## config.mk

```make
export PLATFORM = sky130hd
export DESIGN_NAME = ip_rx_check
export DESIGN_NICKNAME = d
export VERILOG_FILES = /design/src/rtl/ip_pkg.sv /design/src/rtl/ones_add16.sv /design/src/rtl/ip_rx_check.sv
export SDC_FILE = /design/constraint.sdc
export NUM_CORES = 1
export LEC_CHECK = 0
export CAP_MARGIN = 20
export CORE_UTILIZATION = 40
export DETAILED_ROUTE_END_ITERATION = 6
export PLACE_DENSITY = 0.62
export REMOVE_ABC_BUFFERS = 1
export SLEW_MARGIN = 20
export SYNTH_ARGS = -nofsm -noshare
export SYNTH_HDL_FRONTEND = slang
export SYNTH_HIERARCHICAL = 1
export SYNTH_SLANG_ARGS = --single-unit
export TNS_END_PERCENT = 100
```

## constraint.sdc

```tcl
create_clock -name i_clk -period 14.73 [get_ports i_clk]
set_input_delay 1.473 -clock i_clk [delete_from_list [all_inputs] [get_ports i_clk]]
set_output_delay 1.473 -clock i_clk [all_outputs]
set_load 0.02 [all_outputs]
```

## src/rtl/ip_pkg.sv

```systemverilog
// Shared IPv4 header constants, state/error encodings and ones-complement helper
// used by the receive checker and the transmit header builder.
package ip_pkg;

    localparam logic [4:0]  OFF_LEN   = 5'd2;
    localparam logic [4:0]  OFF_FLAGS = 5'd6;
    localparam logic [4:0]  OFF_PROTO = 5'd9;
    localparam logic [4:0]  OFF_SRC   = 5'd12;
    localparam logic [4:0]  OFF_DST   = 5'd16;
    localparam logic [4:0]  HDR_LAST  = 5'd19;

    localparam logic [15:0] HDR_LEN          = 16'd20;
    localparam logic [7:0]  VER_IHL          = 8'h45;
    localparam logic [31:0] DEFAULT_LOCAL_IP = 32'hC0A8_0104;
    localparam logic [31:0] BROADCAST_IP     = 32'hFFFF_FFFF;

    typedef enum logic [2:0] {
        S_IDLE,
        S_HEADER,
        S_CHECK,
        S_PAYLOAD,
        S_DROP
    } state_t;

    typedef enum logic [2:0] {
        ERR_OK   = 3'd0,
        ERR_VER  = 3'd1,
        ERR_CHKS = 3'd2,
        ERR_DST  = 3'd3,
        ERR_FRAG = 3'd4,
        ERR_LEN  = 3'd5
    } err_t;

    // A sum of two 16-bit words never overflows again after one fold.
    function automatic logic [15:0] ones_fold17(input logic [16:0] raw);
        return raw[15:0] + {15'd0, raw[16]};
    endfunction

endpackage

```

## src/rtl/ones_add16.sv

```systemverilog
// Combinational 16-bit ones-complement adder with end-around carry.
module ones_add16 (
    input  logic [15:0] a,
    input  logic [15:0] b,
    output logic [15:0] sum
);
    import ip_pkg::*;

    logic [16:0] raw;

    assign raw = {1'b0, a} + {1'b0, b};
    assign sum = ones_fold17(raw);

endmodule

```

## src/rtl/ip_rx_check.sv

```systemverilog
// Receive-side IPv4 header checker: verifies a 20-byte header and forwards the payload.
// Build option IP_RX_BROADCAST_EN: also accept destination 255.255.255.255.
module ip_rx_check (
    input  logic        i_clk,
    input  logic        i_rst,
    input  logic        i_valid,
    input  logic [7:0]  i_byte,
    input  logic        i_sof,
    output logic        o_ready,
    input  logic        i_set_local,
    input  logic [7:0]  i_ip0,
    input  logic [7:0]  i_ip1,
    input  logic [7:0]  i_ip2,
    input  logic [7:0]  i_ip3,
    output logic        o_hdr_done,
    output logic        o_hdr_ok,
    output logic [2:0]  o_err,
    output logic [15:0] o_pl_len,
    output logic [7:0]  o_protocol,
    output logic [31:0] o_src_ip,
    output logic        o_pl_valid,
    output logic [7:0]  o_pl_byte,
    output logic        o_pl_last
);
    import ip_pkg::*;

    state_t      state;
    logic [4:0]  idx;
    logic [15:0] csum;
    logic [7:0]  hi_byte;
    logic [7:0]  ver_ihl;
    logic [15:0] total_len;
    logic [13:0] frag;
    logic [7:0]  protocol;
    logic [31:0] src_ip;
    logic [31:0] dst_ip;
    logic [31:0] local_ip;
    logic        set_local_q;
    logic [15:0] remaining;

    logic [15:0] word_sum;
    logic        start_hdr;
    logic        hdr_take;
    logic        pl_take;
    logic [4:0]  byte_idx;
    logic        dst_ok;
    logic        len_bad;
    logic [15:0] pl_len_calc;
    err_t        err;

    ones_add16 u_add (
        .a   (csum),
        .b   ({hi_byte, i_byte}),
        .sum (word_sum)
    );

    // A start-of-frame byte always restarts the header, except in the one-cycle CHECK gap.
    always_comb begin
        start_hdr   = i_valid & i_sof & (state != S_CHECK);
        hdr_take    = i_valid & (start_hdr | (state == S_HEADER));
        pl_take     = i_valid & ~i_sof & (state == S_PAYLOAD);
        byte_idx    = start_hdr ? 5'd0 : idx;
        len_bad     = total_len < HDR_LEN;
        pl_len_calc = total_len - HDR_LEN;
`ifdef IP_RX_BROADCAST_EN
        dst_ok      = (dst_ip == local_ip) | (dst_ip == BROADCAST_IP);
`else
        dst_ok      = (dst_ip == local_ip);
`endif
        if (ver_ihl != VER_IHL)              err = ERR_VER;
        else if (csum != 16'hFFFF)           err = ERR_CHKS;
        else if (len_bad)                    err = ERR_LEN;
        else if (frag[13] || frag[12:0] != 13'd0) err = ERR_FRAG;
        else if (!dst_ok)                    err = ERR_DST;
        else                                 err = ERR_OK;
    end

    always_ff @(posedge i_clk or posedge i_rst) begin
        if (i_rst) begin
            set_local_q <= 1'b0;
            local_ip    <= DEFAULT_LOCAL_IP;
        end else begin
            set_local_q <= i_set_local;
            if (i_set_local && !set_local_q)
                local_ip <= {i_ip0, i_ip1, i_ip2, i_ip3};
        end
    end

    always_ff @(posedge i_clk or posedge i_rst) begin
        if (i_rst) begin
            state      <= S_IDLE;
            idx        <= 5'd0;
            csum       <= 16'd0;
            hi_byte    <= 8'd0;
            ver_ihl    <= 8'd0;
            total_len  <= 16'd0;
            frag       <= 14'd0;
            protocol   <= 8'd0;
            src_ip     <= 32'd0;
            dst_ip     <= 32'd0;
            remaining  <= 16'd0;
            o_ready    <= 1'b1;
            o_hdr_done <= 1'b0;
            o_hdr_ok   <= 1'b0;
            o_err      <= 3'd0;
            o_pl_len   <= 16'd0;
            o_protocol <= 8'd0;
            o_src_ip   <= 32'd0;
            o_pl_valid <= 1'b0;
            o_pl_byte  <= 8'd0;
            o_pl_last  <= 1'b0;
        end else begin
            o_hdr_done <= 1'b0;
            o_pl_valid <= 1'b0;
            o_pl_last  <= 1'b0;
            o_ready    <= 1'b1;

            if (hdr_take) begin
                idx <= byte_idx + 5'd1;
                if (start_hdr)
                    csum <= 16'd0;
                else if (byte_idx[0])
                    csum <= word_sum;
                if (!byte_idx[0])
                    hi_byte <= i_byte;
                if (byte_idx == 5'd0)
                    ver_ihl <= i_byte;
                if (byte_idx == OFF_LEN)
                    total_len[15:8] <= i_byte;
                if (byte_idx == OFF_LEN + 5'd1)
                    total_len[7:0] <= i_byte;
                if (byte_idx == OFF_FLAGS)
                    frag[13:8] <= i_byte[5:0];
                if (byte_idx == OFF_FLAGS + 5'd1)
                    frag[7:0] <= i_byte;
                if (byte_idx == OFF_PROTO)
                    protocol <= i_byte;
                if (byte_idx >= OFF_SRC && byte_idx < OFF_DST)
                    src_ip <= {src_ip[23:0], i_byte};
                if (byte_idx >= OFF_DST)
                    dst_ip <= {dst_ip[23:0], i_byte};
            end

            // A restart inside an unfinished header reports that header as truncated.
            if (start_hdr) begin
                state <= S_HEADER;
                if (state == S_HEADER) begin
                    o_hdr_done <= 1'b1;
                    o_hdr_ok   <= 1'b0;
                    o_err      <= ERR_LEN;
                end
            end else begin
                case (state)
                    S_HEADER: begin
                        if (i_valid && idx == HDR_LAST) begin
                            state   <= S_CHECK;
                            o_ready <= 1'b0;
                        end
                    end
                    S_CHECK: begin
                        o_hdr_done <= 1'b1;
                        o_hdr_ok   <= (err == ERR_OK);
                        o_err      <= err;
                        o_protocol <= protocol;
                        o_src_ip   <= src_ip;
                        o_pl_len   <= len_bad ? 16'd0 : pl_len_calc;
                        remaining  <= len_bad ? 16'd0 : pl_len_calc;
                        if (err != ERR_OK)
                            state <= S_DROP;
                        else if (pl_len_calc != 16'd0)
                            state <= S_PAYLOAD;
                        else
                            state <= S_IDLE;
                    end
                    S_PAYLOAD: begin
                        if (pl_take) begin
                            o_pl_valid <= 1'b1;
                            o_pl_byte  <= i_byte;
                            remaining  <= remaining - 16'd1;
                            if (remaining == 16'd1) begin
                                o_pl_last <= 1'b1;
                                state     <= S_IDLE;
                            end
                        end
                    end
                    default: ;
                endcase
            end
        end
    end

endmodule
```

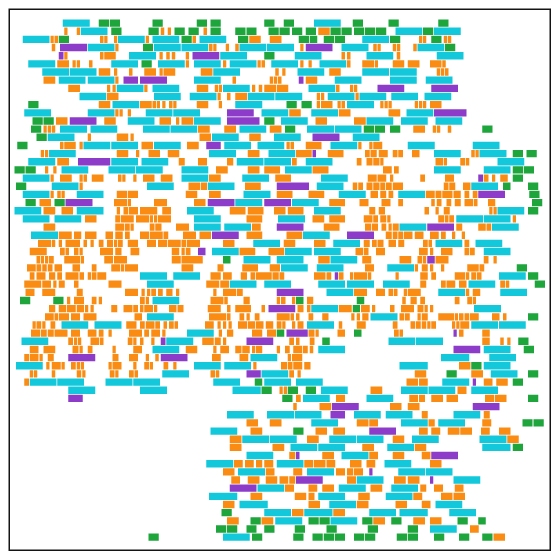
run_1/placement_by_type.png
(3 px per micron)
- combinational and other logic: orange (cells 810)
- sequential cells: cyan (cells 263)
- remaining buffers and delay cells: green (cells 127)
- clock drivers and dummy loads: purple (cells 52)

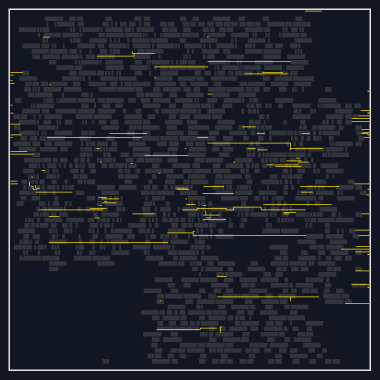
run_1/layer_met3.png
(2 px per micron) Cells faint in the background.
- wire length on this layer: 1060 microns
- main direction: horizontal
- longest straight run: 59.3 microns
Vias: 8671
met3 Resource Use GR: 2.39%
Routed WL: 29000 microns

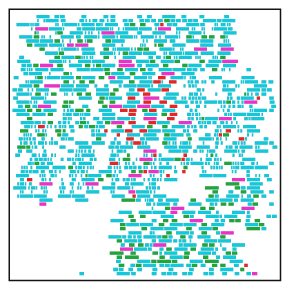
run_1/sizes.png
(1.5 px per micron)
- _3 and _4 cells: red (cells 40; most used mux2_4)
- _6 and larger: magenta (cells 40; most used clkbuf_16)
- _0 and _1 cells: cyan (cells 995; most used dfrtp_1)
- _2 cells: green (cells 177; most used mux2_2)
slack of the critical path: 9.85 ns
Non-CTS buffers: 127

==> reports/metrics.yaml, run 1 <==
coreArea_sq_um: 30800
synthAdderAreaFrac_pct: 2.73
path_max_fanout: 11
hp-class: "reg2reg"
ys_sh_simple_pct: 15.3
rsz0062_at_grt: "no"
drcViolationCount: 6
crit_path_end_kind: "flop"
groute.usage.overall_pct: 18.3
chipArea_sq_um: 32300
cts_max_level: 1
combPwrFrac_pct: 29.8
fillers: 2769
root_buffer: "clkbuf_16"
topCellsByArea: "dfrtp_1 (50%), mux2_2 (12%), nand2_1 (6.3%), xor2_1 (3.2%), mux2_4 (2.6%)"
grt_pass1_vias: 8855
grt_pass1_wl_microns: 48300
io_buffer_count: 116
fp.dieW_microns: 180
dpl.hpwl_microns: 20100
maxSlewHeadroom_pct: 29.4
layout-drive-gt1-share_pct: 20.5
crit_type: "in2reg"
synth-main-ff-cell: "dfrtp_1"
final_cell_area_sq_um: 15100
cts.reportedPaths.clkPinSlew_ns: 0.06
cts_resized: 0
detailedPlace.worstSlack_ns: 9.30
crit_chain: "clkdlybuf4s50_1, ha_1, o211ai_2, o21ai_2, nand4_2, a21boi_2, o21ai_0, a21boi_0, o21ai_0, nand2b_1, ha_1, nand3_1, nor3_2, and2_1, nand4_1, xnor2_1, nand2_1, a21oi_1"
mux_share_pct: 14.8
num_rows: 64
stdcell_count: 1648
ys_cells: 1127
report.final.slew_viol_count: 0
powerDensity_nw_per_um2: 165
edf_count: 0
ctsLongestPathBuffers: 3
avgSynthCellArea_sq_um: 11.2
status: "finished, violations left"
logic_area_sq_um: 5710
ys_ff: 263
fmax_mhz: 205
ctsHoldBuffers: 0
post-route-min-period_ns: 4.88
cts_sinks: 263
path_delay_family: "simple AND/OR/NAND/NOR gates"
setup_tns_ns: 0
overflow: 0
ys_seq_share_pct: 52.1
grt_start_max_net_pins: 126
synth.top_cell.area_share_pct: 50.5
clock_power_share_pct: 30.0
r2r-end: "csum[15]"
regArea_sq_um: 6590
cp.required_ns: 15.20
firstDrtPassIters: 7
r2r-start: "csum[3]"
irDropWorstVdd_mv: 0.0985
crit_arrival_ns: 5.35
cts_buffers: 29
critical-path-max-stage-delay_ns: 0.71
area_growth_pct: 19.5
routabilityCongestion: 0.853
fin_hold_ws_ns: 0.458
violations: "DRC"
worst-path-buf-inv: 1
netlist_instances: 1127
cap_violations: 0
postCtsSetupBuffers: 0
drt_first_iter_violations: 546
crit_path_start_kind: "input pin"
yosys.area.top_type: "dfrtp_1"
cp_slowest_cell: "clkdlybuf4s50_1"
antenna_found_initial: 0
lay_top_count: "dfrtp_1"
[run 1: state kept, by name, summed over array words and instances (netlist names), 3 cells and up]
| signal | count |
|---|---|
| dst_ip | 32 |
| local_ip | 32 |
| o_src_ip | 32 |
| src_ip | 32 |
| csum | 16 |
| o_pl_len | 16 |
| remaining | 16 |
| total_len | 16 |
| frag | 14 |
| hi_byte | 8 |
| o_pl_byte | 8 |
| o_protocol | 8 |
| protocol | 8 |
| ver_ihl | 8 |
| idx | 5 |
| o_err | 3 |
| state | 3 |
[run 1: how the worst max path moves through the flow]
stage | startpoint | endpoint | slack (ns) | cells after the start
2_1_floorplan | i_rst | csum[0] | 6.03 | 1
3_3_place_gp | i_byte[3] | csum[14] | 9.37 | 18
3_5_place_dp | i_byte[3] | csum[15] | 9.30 | 18
4_1_cts | i_byte[3] | csum[15] | 9.86 | 18
5_1_grt | i_byte[3] | csum[11] | 9.50 | 18
6_report | i_byte[3] | csum[15] | 9.85 | 18
[run 1: routing by layer]
layer,up-vias,global-route usage (%),share of wire [%]
met5,-,0,0
met4,0,4.21,1.5
li1,4158,-,-
met2,164,30.9,48
met1,4314,25.1,46
met3,35,2.39,3.7
[run 1: power groups by stage]
stage                     combinational (uW)  sequential [uW]  clock (uW)
after CTS                                744             1000         770
after detailed placement                 740             1010           0
after floorplan                          567              973           0
final                                    743             1000         749
after global routing                     818             1020         799
after global placement                   730             1010           0
[run 1: through the flow]
stage	total power, uW	util, %
floorplan	1540	-
global placement	1740	45.8
detailed placement	1750	45.8
CTS	2520	49.0
global route	2640	49.0
finish	2490	49.0
[run 1: final cells by class]
class / instances / area share (%)
timing repair buffer: 127 / 8.23
inverter: 18 / 0.497
clock buffer: 41 / 5.43
multi-input combinational: 792 / 37.8
clock inverter: 11 / 1.16
sequential: 263 / 43.6
tap: 396 / 3.28
==> run 2: changes to the inputs <==
clock period = 4.6 ns   (was 14.73 ns; I/O delays follow)
==> run 2 against run 1 <==
Compared with the run above: the run still ends with DRC left; synthesized area unchanged; largest cell class unchanged; clock skew decreased by 0.0086 ns; via count increased by 0.45%; register-to-register slack got worse by 10 ns; setup slack got worse by 8.8 ns; critical path type unchanged; count of clock-buffer cells in the layout decreased by 2; non-clock buffer count increased by 8; power increased to 3.2 times the previous value; synthesized cell count unchanged; critical endpoint is now csum[14]; critical path depth unchanged.
==> reports/metrics.yaml, run 2 <==
status: "finished, violations left"
violations: "DRC"
rsz0062_at_grt: "no"
top_cell: "dfrtp_1"
ys_area_sq_um: 12600
grt_start_max_net_pins: 113
root_buffer: "clkbuf_16"
async_flop_share_pct: 100
cts_resized: 0
topCellsByArea: "dfrtp_1 (50%), mux2_2 (12%), nand2_1 (6.3%), xor2_1 (3.2%), mux2_4 (2.6%)"
die_y_microns: 180
synth.top_cell.area_share_pct: 50.5
layout-drive-gt1-share_pct: 20.6
drtAntennaViolNets: 0
synth-main-ff-cell: "dfrtp_1"
edf_count: 0
netlist_top_cells_count: "dfrtp_1 (255), nand2_1 (213), mux2_2 (133)"
ctsHoldBuffers: 0
num_antenna_cells: 0
cts_tree: "yes"
crit_chain: "clkdlybuf4s50_1, ha_1, o211ai_2, o21ai_2, nand4_2, a21boi_2, o21ai_0, a21boi_0, o21ai_0, nand2b_1, ha_1, ha_1, nand2_1, nor3_1, nand4_1, xnor2_1, nand2_1, a21oi_1"
clock_latency_ns: 0.54
powerDensity_nw_per_um2: 521
fmax_mhz: 281
vias_per_cell: 5.28
firstDrtPassIters: 7
log.warning_count: 32
critical-path-max-stage-delay_ns: 0.51
ys_cells: 1127
routabilityCongestion: 0.866
coreArea_sq_um: 30800
crit_arrival_ns: 4.02
setup_viol: 0
overflow: 0
p_leak_uw: 0.00702
drt_first_iter_violations: 515
crit_path_frequent_cell: "ha_1"
ys_ff: 263
path_max_fanout: 5
cts_sinks: 263
final-hold-violation-count: 0
tightest_slew_ns: 0.900
chipArea_sq_um: 32300
lay_top_count: "dfrtp_1"
yosysWarnings: 6
logic_area_sq_um: 5710
irDropWorstVdd_mv: 0.295
cp_slowest_cell: "clkdlybuf4s50_1"
cts_max_level: 1
report.final.slew_viol_count: 0
num_rows: 64
post-route-min-period_ns: 3.55
detailedPlace.worstSlack_ns: 0.526
final_cell_mix: "dfrtp_1 (255), nand2_1 (213), mux2_2 (133), clkdlybuf4s50_1 (116), xor2_1 (46)"
crit_path_end_kind: "flop"
cts_buffers: 29
maxSlewHeadroom_pct: 39.8
cp.required_ns: 5.06
fillers: 2771
antenna_found_initial: 0
dpl.hpwl_microns: 19800
drcViolationCount: 6
cts.reportedPaths.clkPinSlew_ns: 0.06
cap_violations: 0
regArea_sq_um: 6590
area_growth_pct: 19.5
hp-class: "in2reg"
stdcell_count: 1649
worst_slack_ns: 1.05
worst-path-buf-inv: 1
postCtsSetupBuffers: 0
final_nets: 1311
grt_pass1_wl_microns: 48400
finalCritPeriodShare_pct: 77.2
crit_type: "in2reg"
path_delay_family: "AND-OR/OR-AND gates"
fin_skew_ns: 0.00958
dp_cells: 1604
grt_pass1_vias: 8792
avgSynthCellArea_sq_um: 11.2
netlist_instances: 1127
crit_path_start_kind: "input pin"
ys_seq_share_pct: 52.1
ctsLongestPathBuffers: 3
io_pins: 117
fp_util_pct: 41.0
ys_types: 86
yosys.area.top_type: "dfrtp_1"
synth_area_sq_um: 12600
fp.dieW_microns: 180
io_buffer_count: 116
run 2: cell type report:
cell class | instances | area share, %
clock buffer | 39 | 5.25
clock inverter | 6 | 0.878
inverter | 18 | 0.497
multi-input combinational | 792 | 37.8
sequential | 263 | 43.6
tap | 396 | 3.28
timing repair buffer | 135 | 8.71
run 2: stage by stage:
step	hold slack (ns)	utilization, %	instance area, sq um	power (uW)	setup TNS, ns
final	0.391	49.0	15100	7870	0
after global routing	0.384	49.0	15100	8340	0
after CTS	0.374	49.0	15100	7930	0
after detailed placement	0.457	46.0	14200	5590	0
after global placement	0.449	46.0	14200	5540	0
after floorplan	0.435	-	12400	4930	-795.43
run 2: kinds of logic (layout without fill, tap and decap cells):
kind of cell	Yosys count	in the layout	synth area share [%]
compound gates	141	141	7.21
xor+xnor	71	71	5.04
flops	263	263	52.1
buf+inv	72	198	2.81
simple gates	394	394	15.3
fa+ha+maj	27	27	2.73
mux	159	159	14.8
run 2: path summary, 6_finish.rpt:
check | cells past startpoint | to | slack, ns | start
min | 1 | set_local_q | 0.39 | i_set_local
max in group asynchronous | 3 | local_ip[30] | 3.14 | i_rst
max reg2reg | 17 | csum[14] | 1.10 | csum[4]
max | 18 | csum[14] | 1.05 | i_byte[3]
min reg2reg | 2 | o_src_ip[25] | 0.47 | src_ip[25]
min in group asynchronous | 2 | set_local_q | 0.44 | i_rst
run 2: metal layers:
metal / part of all wire (%) / track usage [%]
met5: 0 / 0
met4: 1.9 / 4.45
met3: 3.9 / 2.55
met2: 47 / 30.0
met1: 47 / 25.9
run 2: power by group:
part	total, uW	internal [uW]	switching [uW]	leakage, uW
registers	3190	2770	428	0.00344
logic	2380	1150	1230	0.00314
clock network	2300	1410	890	0.000448
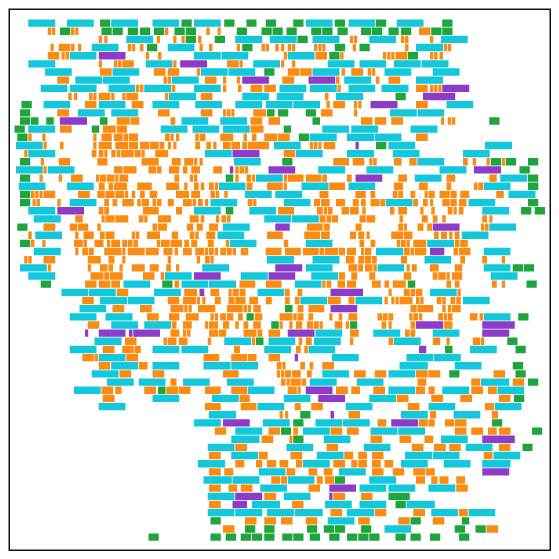
run_2/placement_by_type.png
(3 px per micron)
- remaining buffers and delay cells: green (cells 135)
- sequential cells: cyan (cells 263)
- combinational and other logic: orange (cells 810)
- clock drivers and dummy loads: purple (cells 45)

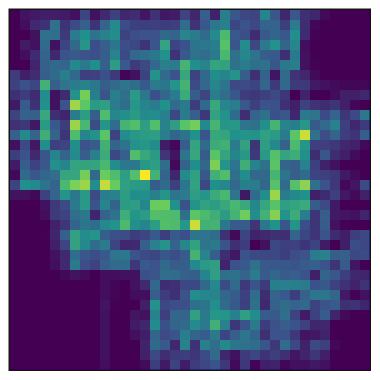
run_2/metal_density.png
(2 px per micron) 36 x 36 tiles, from dark purple (low) to yellow (high), scaled to the fullest tile. Values are wire area over tile area, all layers added.
- densest ninth of the die: middle
- nearly empty tiles: 18%
- fullest tile: 0.53
Wirelength per Cell: 17.7 microns
Tot GR Track Use: 18.4%
Vias: 8710
Routed WL: 29200 microns

run_2/layer_met3.png
(2 px per micron) Cells faint in the background.
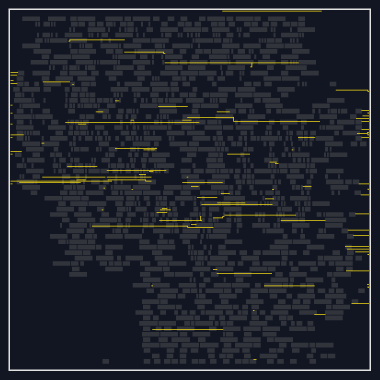

==> run 3: changes to the inputs <==
PLACE_DENSITY = 0.64   (was 0.62)
clock period = 3.2 ns   (was 4.6 ns; I/O delays follow)
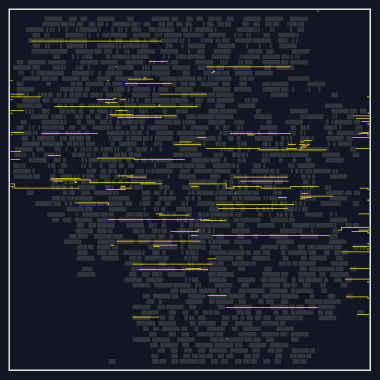
run_3/layer_met3.png
(2 px per micron) Cells faint in the background.
- main direction: horizontal
- share of all routed wire: 5.1%
- wire length on this layer: 1510 microns
- longest straight run: 71.3 microns
Vias: 8987
met3 Resource Use GR: 2.67%
Routed WL: 30000 microns

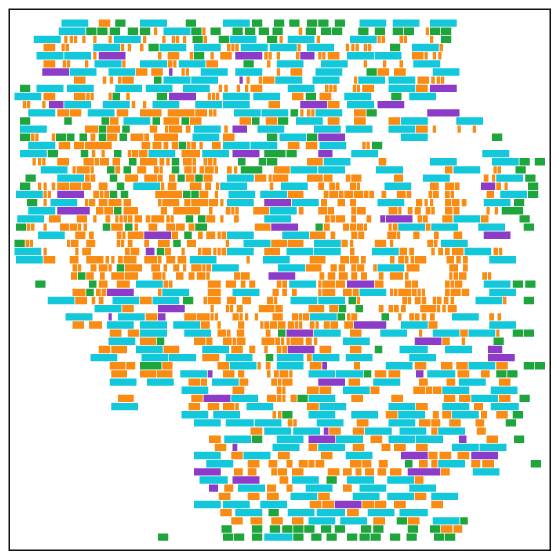
run_3/placement_by_type.png
(3 px per micron)
- remaining buffers and delay cells: green (cells 178)
- sequential cells: cyan (cells 263)
- clock drivers and dummy loads: purple (cells 54)
- combinational and other logic: orange (cells 810)

==> run 3 against run 2 <==
Compared with the run above: the flow still finishes with violations (DRC); power rose by 54%; critical path depth fell by 1; cell count rose by 3.2%; non-clock buffer count rose by 43; register-to-register slack got worse by 0.91 ns; first-iteration DRC count rose by 0.97%; clock skew rose by 0.0056 ns; cell area rose by 4.1%; die area did not move; clock power rose by 56%; sequential power rose by 44%; utilization rose by 2.0 points.
==> reports/metrics.yaml, run 3 <==
status: "finished, violations left"
violations: "DRC"
lay_top_count: "dfrtp_1"
top_cell: "dfrtp_1"
avgSynthCellArea_sq_um: 11.2
log.warning_count: 31
cap_violations: 0
crit_path_end_kind: "flop"
area_growth_pct: 24.4
io_pins: 117
finalCritPeriodShare_pct: 93.9
ys_ff: 263
dpl.hpwl_microns: 20700
setup_viol: 0
wl_met1_microns: 13900
num_antenna_cells: 0
overflow: 0
cts_buffers: 30
num_rows: 64
synth_area_sq_um: 12600
critical-path-max-stage-delay_ns: 0.41
die_y_microns: 180
drcViolationCount: 8
fp_util_pct: 41.0
logic_area_sq_um: 5830
cp.required_ns: 3.68
maxSlewHeadroom_pct: 46.4
cts_max_level: 1
ctsHoldBuffers: 0
top_layer: "met5"
ys_cells: 1127
yosysWarnings: 6
grt_pass1_vias: 8763
worst_slack_ns: 0.194
fin_skew_ns: 0.0152
coreArea_sq_um: 30800
ys_types: 86
final_cell_mix: "dfrtp_1 (255), nand2_1 (212), mux2_2 (133), clkdlybuf4s50_1 (116), buf_4 (57)"
hp-class: "in2async"
ys_area_sq_um: 12600
cts_sinks: 263
crit_arrival_ns: 3.49
critPathLaunch: "csum[11]"
fmax_mhz: 333
root_buffer: "clkbuf_16"
regArea_sq_um: 6590
grt_pass1_wl_microns: 48000
edf_count: 0
p_total_uw: 12100
antenna_found_initial: 1
topCellsByArea: "dfrtp_1 (50%), mux2_2 (12%), nand2_1 (6.3%), xor2_1 (3.2%), mux2_4 (2.6%)"
path_delay_family: "AND-OR/OR-AND gates"
drtAntennaViolNets: 0
crit_chain: "ha_1, nand2_1, o21ai_0, a21oi_1, a21boi_2, o21ai_1, a21boi_1, o21ai_1, nand2b_1, ha_4, nand3_4, nor3_4, and2_1, nand4_1, xnor2_1, nand2_1, a21oi_2"
path_max_fanout: 6
dpl_cell_area_sq_um: 14500
crit_path_start_kind: "flop"
crit_type: "reg2reg"
routabilityCongestion: 0.880
drt_first_iter_violations: 520
worst-path-buf-inv: 0
fin_hold_ws_ns: 0.238
r2r-start: "csum[11]"
irDropWorstVdd_mv: 0.428
layout-drive-gt1-share_pct: 25.4
ctsLongestPathBuffers: 3
clock_latency_ns: 0.55
netlist_top_cells_count: "dfrtp_1 (255), nand2_1 (213), mux2_2 (133)"
ys_seq_share_pct: 52.1
firstDrtPassIters: 7
report.final.slew_viol_count: 0
wl_met3_microns: 1510
post-route-min-period_ns: 3.01
dp_cells: 1642
p_leak_uw: 0.00733
cp_slowest_cell: "dfrtp_1"
final_cell_area_sq_um: 15700
cts_tree: "yes"
stdcell_count: 1701
tightest_slew_ns: 0.803
avgRoutedWirePerCell_microns: 17.6
yosys.area.top_type: "dfrtp_1"
chipArea_sq_um: 32300
final-hold-violation-count: 0
detailedPlace.worstSlack_ns: -0.524
groute.usage.overall_pct: 18.5
synth.top_cell.area_share_pct: 50.5
grt_start_max_net_pins: 75
vias_per_cell: 5.28
run 3: cell types whose count changed in the layout (fill, tap and decap cells not counted), sizes merged:
cell | previous run | this run
clkbuf | 39 | 40
inv | 18 | 19
clkinv | 1 | 6
clkinvlp | 1 | 3
buf | 19 | 62
run 3: final cells by class:
cell class / instances / share of cell area, %
flip-flops and latches: 263 / 41.9
multi-input cells: 792 / 37.1
well taps: 396 / 3.15
clock inverters: 14 / 1.18
inverters: 18 / 0.477
repair buffers: 178 / 10.7
clock buffers: 40 / 5.53
run 3: routing by layer:
layer | vias up | GRT usage, %
met4 | 2 | 3.31
met2 | 197 | 30.8
met3 | 33 | 2.67
met5 | - | 0
li1 | 4249 | -
met1 | 4506 | 25.8
run 3: kinds of logic after synthesis:
kind of cell / share of synthesized area (%)
AOI/OAI and AO/OA: 7.21
xor gates and xnor gates: 5.04
adders and majority gates: 2.73
buffers and inverters: 2.81
DFF: 52.1
muxes: 14.8
and+or+nand+nor: 15.3
run 3: path summary, 6_finish.rpt:
kind | end | slack (ns) | cells past startpoint
worst max-delay path | csum[15] | 0.19 | 17
worst min-delay path | set_local_q | 0.24 | 2
worst max register to register | csum[15] | 0.19 | 17
worst min register to register | o_src_ip[30] | 0.47 | 2
max in group asynchronous | local_ip[19] | 2.17 | 3
min in group i_clk | set_local_q | 0.25 | 1
run 3: where the power goes:
group / internal, uW / switching, uW / leakage [uW]
clock network: 2220 / 1360 / 0.000514
registers: 3970 / 620 / 0.00344
logic: 2010 / 1950 / 0.00338
run 3: repair_timing:
action | in CTS | in global routing
endpoints found under the setup margin | 4 | 15
buffers inserted | 1 | 4
gates resized | 2 | 25
pin swaps | 1 | 13
gates cloned | 0 | 0
No activity file was given, so power comes from the tool's default toggle rates.
